[src/rtl/comparer_sync.sv]
// Streaming byte-sequence matcher: flags the cycle in which the last L loaded
// characters, including the one currently presented, equal the reference string.
module comparer_sync #(
    parameter int             L   = 3,
    parameter logic [8*L-1:0] Ref = "ABC"
) (
    input  logic       clock,
    input  logic       restart,
    input  logic       load,
    input  logic [7:0] data,
    output logic       resolve,
    output logic       reject
);

    logic match;

    generate
        if (L == 1) begin : g_single
            assign match = (data == Ref[7:0]);
        end else begin : g_multi
            localparam int CW = $clog2(L);
            localparam logic [CW-1:0] CNT_FULL = CW'(L - 1);

            // Byte 0 is the newest character; the oldest sits in the top byte,
            // which lines up with the reference layout.
            logic [8*(L-1)-1:0] hist_q, hist_d, hist_shift;
            logic [CW-1:0]      cnt_q, cnt_d;

            assign hist_shift[7:0] = data;
            for (genvar gi = 1; gi < L - 1; gi++) begin : g_shift
                assign hist_shift[8*gi +: 8] = hist_q[8*(gi-1) +: 8];
            end

            always_comb begin
                hist_d = hist_q;
                cnt_d  = cnt_q;
                if (load) begin
                    hist_d = hist_shift;
                    if (cnt_q != CNT_FULL) begin
                        cnt_d = cnt_q + CW'(1);
                    end
                end
            end

            always_ff @(posedge clock or negedge restart) begin
                if (!restart) begin
                    hist_q <= '0;
                    cnt_q  <= '0;
                end else begin
                    hist_q <= hist_d;
                    cnt_q  <= cnt_d;
                end
            end

            assign match = (cnt_q == CNT_FULL) &&
                           (hist_q == Ref[8*L-1:8]) &&
                           (data == Ref[7:0]);
        end
    endgenerate

    assign resolve = restart & load & match;
    assign reject  = restart & load & ~match;

endmodule

[config.mk]
export PLATFORM = sky130hd
export DESIGN_NAME = comparer_sync
export DESIGN_NICKNAME = d
export VERILOG_FILES = /design/src/rtl/comparer_sync.sv
export SDC_FILE = /design/constraint.sdc
export NUM_CORES = 1
export LEC_CHECK = 0
export ABC_AREA = 1
export CORE_MARGIN = 5
export CORE_UTILIZATION = 51
export DETAILED_ROUTE_END_ITERATION = 10
export PLACE_DENSITY = 0.76
export SLEW_MARGIN = 25
export SYNTH_ARGS = -nofsm -noshare
export SYNTH_HDL_FRONTEND = slang
export SYNTH_SLANG_ARGS = --single-unit
export TNS_END_PERCENT = 50
[constraint.sdc]
create_clock -name clock -period 1.4 [get_ports clock]
set_clock_uncertainty 0.05 [all_clocks]
set_input_delay 0.28 -clock clock [delete_from_list [all_inputs] [get_ports clock]]
set_output_delay 0.28 -clock clock [all_outputs]
set_load 0.03 [all_outputs]
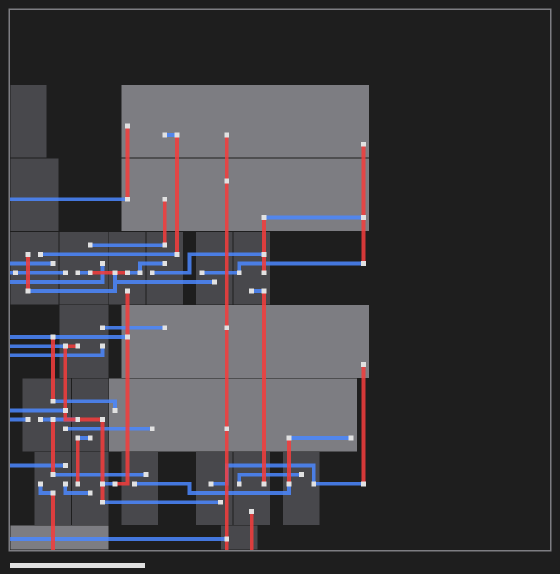
*A small window of the routed layout, run 1*
Scale bar: 5 um. Region (29, 29) to (49, 49) um. Cells in grey, sequential cells in the stronger grey; small squares are vias.
- blue: met1
- red: met2
- netlist names of flops here include: g_multi.hist_q (4)
- most frequent: nand2_1 (4), dfrtp_1 (4), nor2_1 (3)
- sequential cells in the window: 4
- cells with their middle in the window: 19

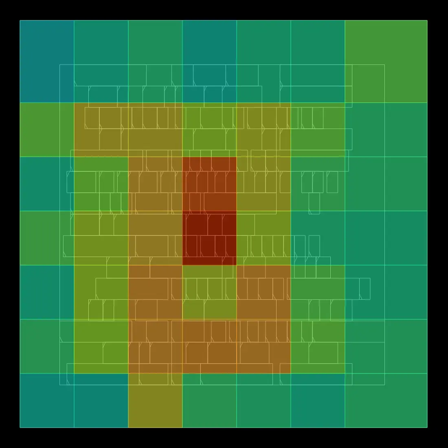
*Routing congestion map, run 1*
met2 Track Usage GR: 24.9%
WL/cell: 11.5 um

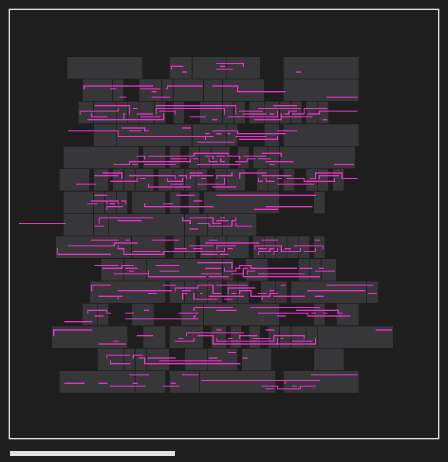
*The metal 1 layer, run 1*
Scale bar: 20 um.
- nets with wire on the layer: 139
- main direction: horizontal
- longest straight run: 14.3 um
- wire length on this layer: 794 um
vias: 746
Routed WL: 1.81 mm
grt met1 use: 19.0%

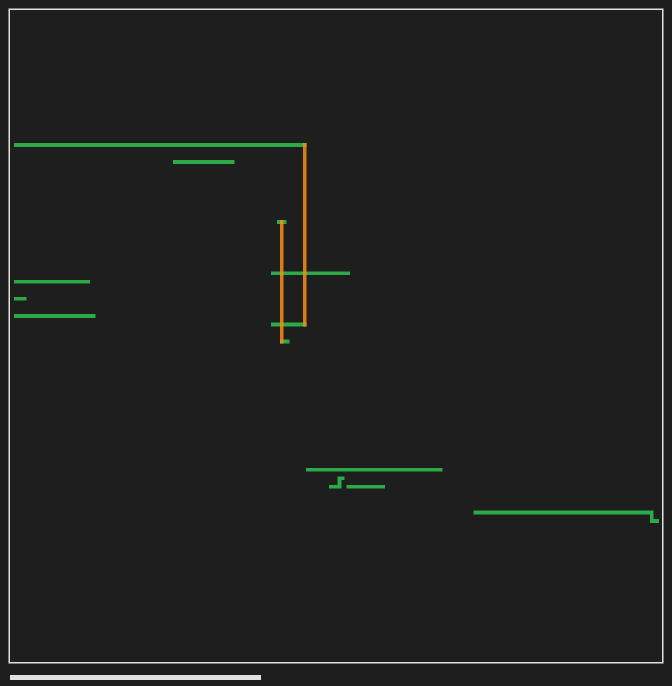
*Routed metal, one colour a layer, run 1*
Scale bar: 20 um. Only two layers are drawn.
- green: met3 (wire length 79.3 um)
- orange: met4 (wire length 23.8 um)
all-layer global routing usage: 15.3%

==> flow_summary.yaml, run 1 <==
# yosys + openroad results
clock_network:
  root_buffer: "clkbuf_4"
  clock_sinks: 18
  clock_path_buffers: 2
  htreeDepth: 1
  cts_made_buffers: 3
worst_setup_path:
  timing.rr.end: "g_multi.cnt_q[0]"
  rrSetupSlack_ns: 0.11
  worstPathArrival_ns: 1.50
  crit_type: "reg2out"
  cp.required_ns: 1.07
  path_cells: "inv_2, ha_4, nand2_4, nor2_4, nand2_1, nor2_1, nand2_1, nor2_4, buf_6"
floorplanning:
  die_y_um: 51.9
  rows: 15
  die_w_um: 51.9
  core_util_floorplan_pct: 53.0
  io_pins: 13
grt:
  grt.overflow.total: 0
  grt_antenna_before_repair: 0
  grt_max_degree: 19
  busiest_layer: "met2"
synth:
  fp_nets: 126
  ys_area_sq_um: 895
  synth_area_leader_cell: "dfrtp_1"
  top_cells_by_area: "dfrtp_1 (50%), nand2_1 (12%), nor2_1 (7.6%)"
  ys_warn_count: 0
  syn_avg_cell_area_sq_um: 7.85
sta:
  rsz0062_at_grt: "true"
  finalCriticalPeriod_ns: 1.83
  setup_viol: 2
  setup_slack_ns: -0.430
run_status:
  violations: "negative setup slack"
  status: "complete, but fails checks"
cells_and_area:
  stdcell_count: 157
  nNonClkInverters: 19
  seqAreaFraction_pct: 38.3
  comb_share_pct: 31.5
  final-comb-area_sq_um: 370
job:
  drv_cap: 0
  openroad.warnings: 29
drt:
  ant_nets: 0
  viasPerCell: 4.75
pwr:
  power.leakage_nw: 0.568
placement:
  portBuffers: 12
## run 1: layer usage
| layer | part of all wire (%) | up-vias |
|---|---|---|
| met5 | 0 | - |
| met1 | 44 | 331 |
| met2 | 50 | 17 |
| met4 | 1.3 | 0 |
| li1 | - | 394 |
| met3 | 4.4 | 4 |
## run 1: synth_stat cells, drive strengths merged
master / n
mux2: 1
nand2: 29
dfrtp: 18
nor2: 23
ha: 1
xor2: 1
nand3: 2
inv: 19
buf: 4
o21ai: 11
a21oi: 5
## run 1: how the worst min path moves through the flow
stage                     startpoint            endpoint  slack [ns]  cells past startpoint
detailed placement  g_multi.cnt_q[1]    g_multi.cnt_q[1]        0.43                      2
global placement    g_multi.cnt_q[1]    g_multi.cnt_q[1]        0.43                      2
floorplan                    restart    g_multi.cnt_q[0]       -0.07                      0
finish                       restart  g_multi.hist_q[15]        0.31                      2
global route                 restart   g_multi.hist_q[7]        0.33                      2
CTS                          restart  g_multi.hist_q[15]        0.31                      2
## run 1: stage by stage
| stage | TNS (ns) | util, % | cell area, sq um | setup slack (ns) | hold WS (ns) |
|---|---|---|---|---|---|
| finish | -0.793 | 69.7 | 1180 | -0.430 | 0.313 |
| global route | -0.983 | 69.7 | 1180 | -0.520 | 0.330 |
| CTS | -0.816 | 68.5 | 1160 | -0.453 | 0.312 |
| detailed placement | -0.816 | 64.1 | 1080 | -0.358 | 0.433 |
| global placement | -0.706 | 64.1 | 1080 | -0.344 | 0.427 |
| floorplan | -0.0556 | - | 902 | -0.0556 | -0.0656 |
## run 1: logic make-up (layout without fill, tap and decap cells)
kind of cell,after synthesis,count (layout),share of synthesized area (%)
xor gates and xnor gates,1,1,0.979
AOI/OAI and AO/OA,16,16,8.95
and+or+nand+nor,54,54,24.9
buffers and inverters,23,49,12.2
muxes,1,1,1.26
adders and majority gates,1,1,1.40
DFF,18,18,50.3
## run 1: where the power goes
group	internal, mW	switching (mW)
combinational	0.215	0.197
sequential	0.597	0.0522
clock	0.158	0.159
## run 1: cells in the final DEF (no fill, tap or decap)
cell / synthesis / layout
inv_1: 13 / 12
mux2_2: 1 / 1
clkbuf_8: 0 / 1
o21ai_0: 7 / 7
inv_2: 6 / 7
nor2_1: 18 / 16
clkdlybuf4s50_1: 0 / 10
xor2_1: 1 / 1
nor2_4: 1 / 3
a21oi_1: 5 / 5
nand2_1: 29 / 28
dfrtp_1: 18 / 18
nand3_1: 2 / 2
nor2_2: 4 / 4
nand2_4: 0 / 1
clkbuf_4: 0 / 3
buf_6: 2 / 2
ha_4: 0 / 1
buf_4: 2 / 14
o21ai_1: 4 / 4
## run 1: repair_timing
action	CTS	global route
hold buffers	0	0
resized	6	3
buffers inserted	2	1
endpoints found under the setup margin	2	2
hold endpoints to repair	0	0
pin swaps	7	1
## run 1: worst register-to-register path, cell delays in order, from the launching register on
cell,delay [ns]
dfrtp_1,0.42
ha_4,0.18
buf_4,0.13
buf_4,0.13
inv_1,0.04
nand2_1,0.07
xor2_1,0.16
## run 1: flip-flops by register name, summed over array words and instances (netlist names)
register / count
g_multi.hist_q: 16
g_multi.cnt_q: 2
--- run 2 (diff from run 1) ---
CORE_UTILIZATION = 55   (was 51)
PLACE_DENSITY = unset   (was 0.76)
PLACE_DENSITY_LB_ADDON = 0.15   (was unset)
clock period = 2.19 ns   (was 1.4 ns; I/O delays follow)
==> run 2 against run 1 <==
Against the previous run: the flow now finishes without violations; area after synthesis is the same; via count shrank 5.8%; highest routed layer unchanged; critical path type is now in2out; hold slack gained 0.13 ns; utilization shrank 2.1 points; critical endpoint is now reject.
==> flow_summary.yaml, run 2 <==
# yosys + openroad results
run_status:
  status: "completed"
clock_network:
  cts_resized: 0
  clock_sinks: 18
  postCtsSetupRepairBufs: 0
  htreeDepth: 1
  holdBufCountCts: 0
  root_buffer: "clkbuf_4"
sta:
  rsz0062_at_grt: "false"
  setup-tns-final_ns: 0
worst_setup_path:
  worstPathArrival_ns: 1.57
grt:
  grt.overflow.total: 0
  grt_use_met2_pct: 22.0
job:
  openroad.warnings: 26
cells_and_area:
  final_cell_mix: "nand2_1 (29), nor2_1 (18), dfrtp_1 (18)"
  final_area_sq_mm: 0.00103
  largest_reg_flops: 16
  stdcell_count: 143
synth:
  ys_sh_adder_pct: 1.40
  flop_cell: "dfrtp_1"
  top_cells_by_count: "nand2_1 (29), dfrtp_1 (18), nor2_1 (18)"
placement:
  portBuffers: 12
floorplanning:
  rows: 14
## run 2: cell count changes in the layout (fill, tap and decap cells not counted), sizes merged
cell	before	now
buf	16	4
clkbuf	4	3
## run 2: metrics by stage
| stage | worst slack [ns] | total power [mW] | hold WS, ns |
|---|---|---|---|
| 4_1_cts | 0.118 | 0.735 | 0.450 |
| 5_1_grt | 0.0137 | 0.792 | 0.448 |
| 2_1_floorplan | 0.514 | 0.522 | 0.0924 |
| 3_5_place_dp | 0.120 | 0.574 | 0.431 |
| 3_3_place_gp | 0.123 | 0.563 | 0.423 |
| 6_report | 0.129 | 0.727 | 0.447 |
## run 2: final timing paths
| kind | cells after the start | startpoint | endpoint | slack [ns] |
|---|---|---|---|---|
| worst max-delay path | 7 | data[6] | reject | 0.13 |
| worst min-delay path | 2 | restart | g_multi.hist_q[5] | 0.45 |
| worst max register to register | 5 | g_multi.cnt_q[0] | g_multi.cnt_q[0] | 1.15 |
| worst min register to register | 2 | g_multi.cnt_q[1] | g_multi.cnt_q[1] | 0.45 |
| max in group asynchronous | 2 | restart | g_multi.hist_q[15] | 1.45 |
| min in group clock | 2 | g_multi.cnt_q[1] | g_multi.cnt_q[1] | 0.45 |
## run 2: cells by family after synthesis
family | Yosys count
muxes | 1
and+or+nand+nor | 54
buffers and inverters | 23
xor gates and xnor gates | 1
DFF | 18
AOI/OAI and AO/OA | 16
adders and majority gates | 1
## run 2: worst register-to-register path, stage by stage (launching register included)
cell     delay [ns]
dfrtp_1        0.33
inv_1          0.06
ha_1           0.21
inv_1          0.05
nand2_1        0.07
xor2_1         0.16
## run 2: area by class of cell
type / count / area, sq um
fill: 144 / 494
sequential: 18 / 450
multi-input combinational: 73 / 335
timing repair buffer: 14 / 130
inverter: 19 / 71.3
clock buffer: 3 / 22.5
tap: 16 / 20.0
## run 2: where the power goes
part,total (mW),internal (mW),switching [mW]
clock,0.161,0.0639,0.0974
combinational,0.156,0.0676,0.0885
sequential,0.410,0.382,0.0280
total,0.727,0.513,0.214
## run 2: routing by layer
| metal | share of wire, % | wire [um] | up-vias |
|---|---|---|---|
| li1 | - | - | 368 |
| met3 | 2.7 | 44 | 4 |
| met5 | 0 | 0 | - |
| met2 | 48 | 775 | 9 |
| met4 | 1.9 | 31 | 0 |
| met1 | 48 | 771 | 322 |
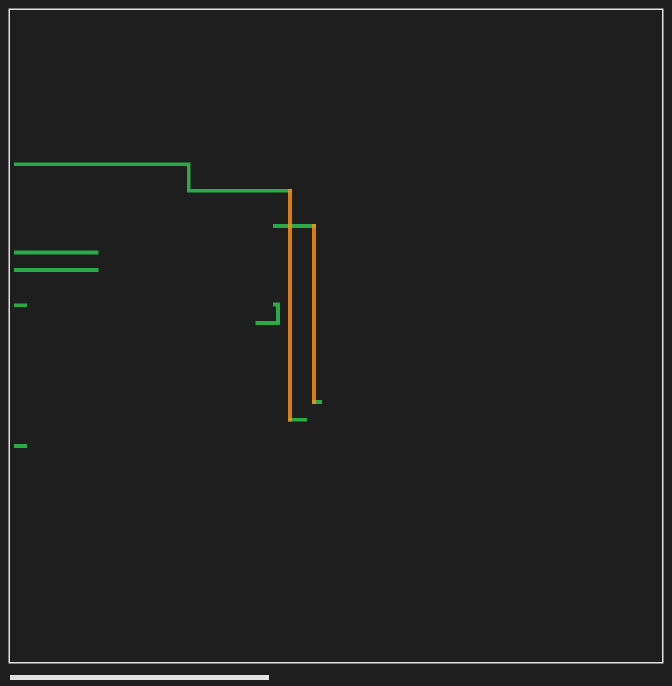
*Routed metal, one colour a layer, run 2*
Scale bar: 20 um. Only two layers are drawn.
- orange: met4 (wire length 31.3 um)
- green: met3 (wire length 44.6 um)
Routed WL: 1.62 mm
all-layer global routing usage: 15.2%
WL/cell: 11.3 um
vias: 703

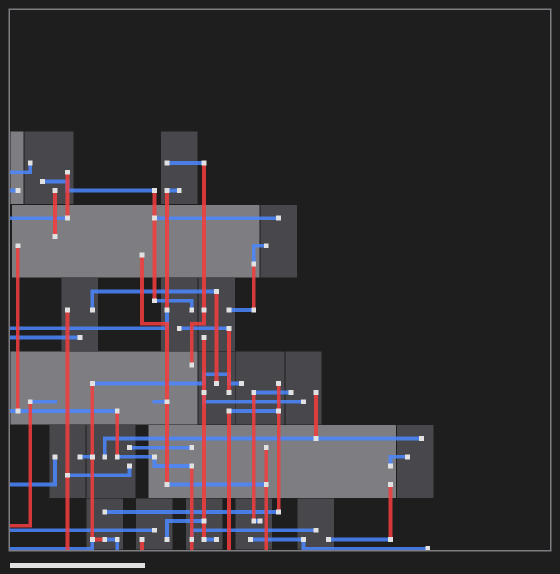
*A small window of the routed layout, run 2*
Scale bar: 5 um. Region (28, 28) to (48, 48) um. Cells in grey, sequential cells in the stronger grey; small squares are vias.
- red: met2
- blue: met1
- netlist names of flops here include: g_multi.hist_q (3)
- sequential cells in the window: 3
- most frequent: nand2_1 (6), nor2_1 (4), dfrtp_1 (3)
- cells with their middle in the window: 20

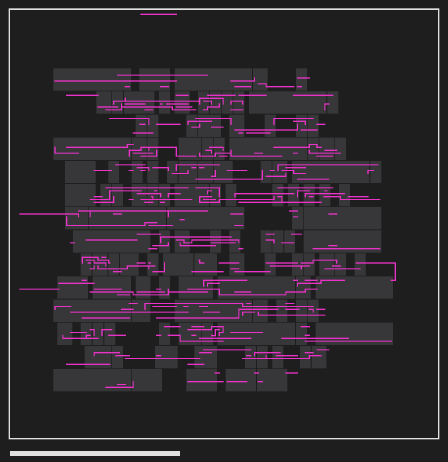
*The metal 1 layer, run 2*
Scale bar: 20 um.
- share of all routed wire: 48%
- nets with wire on the layer: 131
grt met1 use: 20.5%

Power and IR drop assume default switching activity.
